==> config.mk <==
export PLATFORM = sky130hd
export DESIGN_NAME = decode_hazard_ctrl
export DESIGN_NICKNAME = d
export VERILOG_FILES = /design/src/rtl/decode_hazard_ctrl.sv
export SDC_FILE = /design/constraint.sdc
export NUM_CORES = 1
export LEC_CHECK = 0
export CORE_UTILIZATION = 44
export CTS_BUF_LIST = sky130_fd_sc_hd__clkbuf_4 sky130_fd_sc_hd__clkbuf_8 sky130_fd_sc_hd__clkbuf_16
export DETAILED_ROUTE_END_ITERATION = 7
export MAX_ROUTING_LAYER = met4
export PLACE_DENSITY = 0.76
export SYNTH_ARGS = -nofsm -noshare
export SYNTH_HDL_FRONTEND = slang
export SYNTH_SLANG_ARGS = --single-unit
==> constraint.sdc <==
create_clock -name clk -period 2.34 [get_ports clk]
set_clock_uncertainty 0.2 [all_clocks]
set_input_delay 0.351 -clock clk [delete_from_list [all_inputs] [get_ports clk]]
set_output_delay 0.351 -clock clk [all_outputs]
set_load 0.01 [all_outputs]
**Signal wires on met1**

Scale bar: 20 µm. Cells faint in the background.
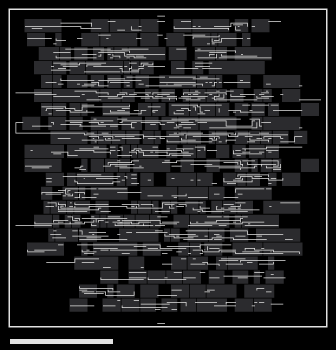
main direction: horizontal
share of all routed wire: 41%
longest straight run: 16.1 µm
met1 GRT Util: 25.6%
via count: 1611

**Sequential cells colored by netlist name**

Other sequential cells in the stronger gray, the rest of the logic in the fainter gray.
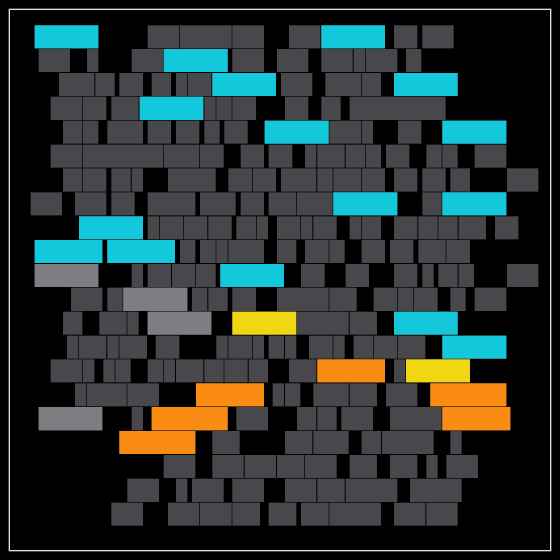
| color | signal | flops |
|---|---|---|
| yellow | sb_valid_q | 2 |
| cyan | hazard_cnt | 16 |
| orange | sb_reg_q | 6 |
not colored: 4
flop share of the area: 25.1%
register area: 578 µm²
Power Sequential: 0.499 mW
Final Util: 68.5%

**M2 wires**

Cells faint in the background.
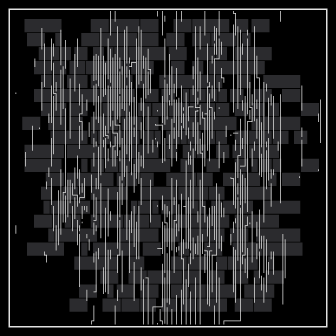
main direction: vertical
nets with wire on the layer: 231
longest straight run: 28.6 µm
wire length on this layer: 2240 µm
share of all routed wire: 53%
DRT Wirelength: 4230 µm
GRT met2 Usage: 41.0%

**Placement view**

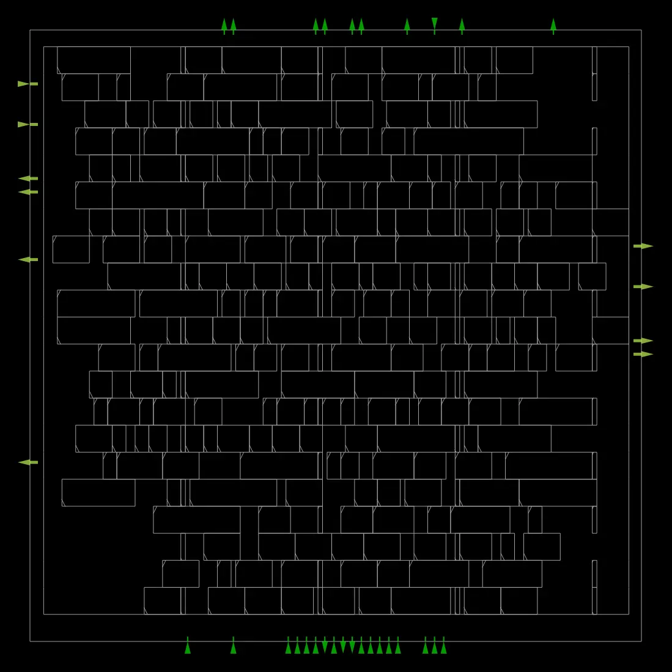
Filler cells: 291
TAP cells: 46
Core ar.: 0.00336 mm²
post-route insts no fill: 283

==> impl_metrics.py <==
# Metrics from the implementation run
metrics = {
    "outcome": {
        "status": "finished, final reports clean",
    },
    "floorplan": {
        "die_w_um": 61.5,
        "fp_util_pct": 46.4,
        "chip_area_mm2": 0.00379,
        "chipHeight_um": 61.5,
    },
    "worst_setup_path": {
        "worstPathMaxFanout": 8,
        "start_kind": "flop",
        "cpMostUsedCell": "and3_4",
        "end_kind": "flop",
        "crit_cells": 7,
    },
    "clocking": {
        "cts_htree_levels": 1,
        "clk_latency_ps": 340,
        "numCtsBuffers": 3,
        "cts_root_buffer": "clkbuf_4",
        "cts_setup_buffers": 0,
    },
    "global_routing": {
        "grt_pass1_wl_um": 6240,
        "top_usage_layer": "met2",
    },
    "place": {
        "dp_slack_ps": -435,
    },
    "cells_and_area": {
        "logic_area_mm2": 0.00105,
        "fin_area_mm2": 0.00230,
        "non_clock_buffer_area_share_pct": 23.8,
        "buffers": 62,
        "clock_buffer_count": 3,
        "seq_cell_count": 28,
        "drive_gt1_share_pct": 26.6,
        "comb_area_share_pct": 45.5,
    },
    "run": {
        "drv_cap": 0,
    },
    "synthesis": {
        "postSynthAreaPerCell_um2": 8.52,
        "syn_inst": 183,
        "top_cell_area_share_pct": 36.0,
        "synth_top_cell_by_count": "dfxtp_1",
        "synth-xor-area-share_pct": 6.74,
        "yosys.stat.seqShare_pct": 36.0,
        "mux_area_share_pct": 9.39,
        "yosysWarnings": 0,
    },
    "hold_path": {
        "hp-class": "reg -> reg",
    },
    "sta": {
        "setup_viol": 0,
        "final_hold_viol_count": 0,
        "timing.final.crit_share_pct": 98.9,
    },
    "drt": {
        "wl_met3_um": 206,
        "wl_per_cell_um": 14.9,
        "m1WireLength_um": 1750,
    },
    "power_and_ir_drop": {
        "combinationalPowerShare_pct": 13.6,
        "intPower_mw": 0.731,
        "top_power_group": "registers",
        "clock_power_share_pct": 34.0,
        "powerClk_mw": 0.323,
        "p_switching_mw": 0.221,
    },
}
Power is estimated from default activity; no workload was simulated.
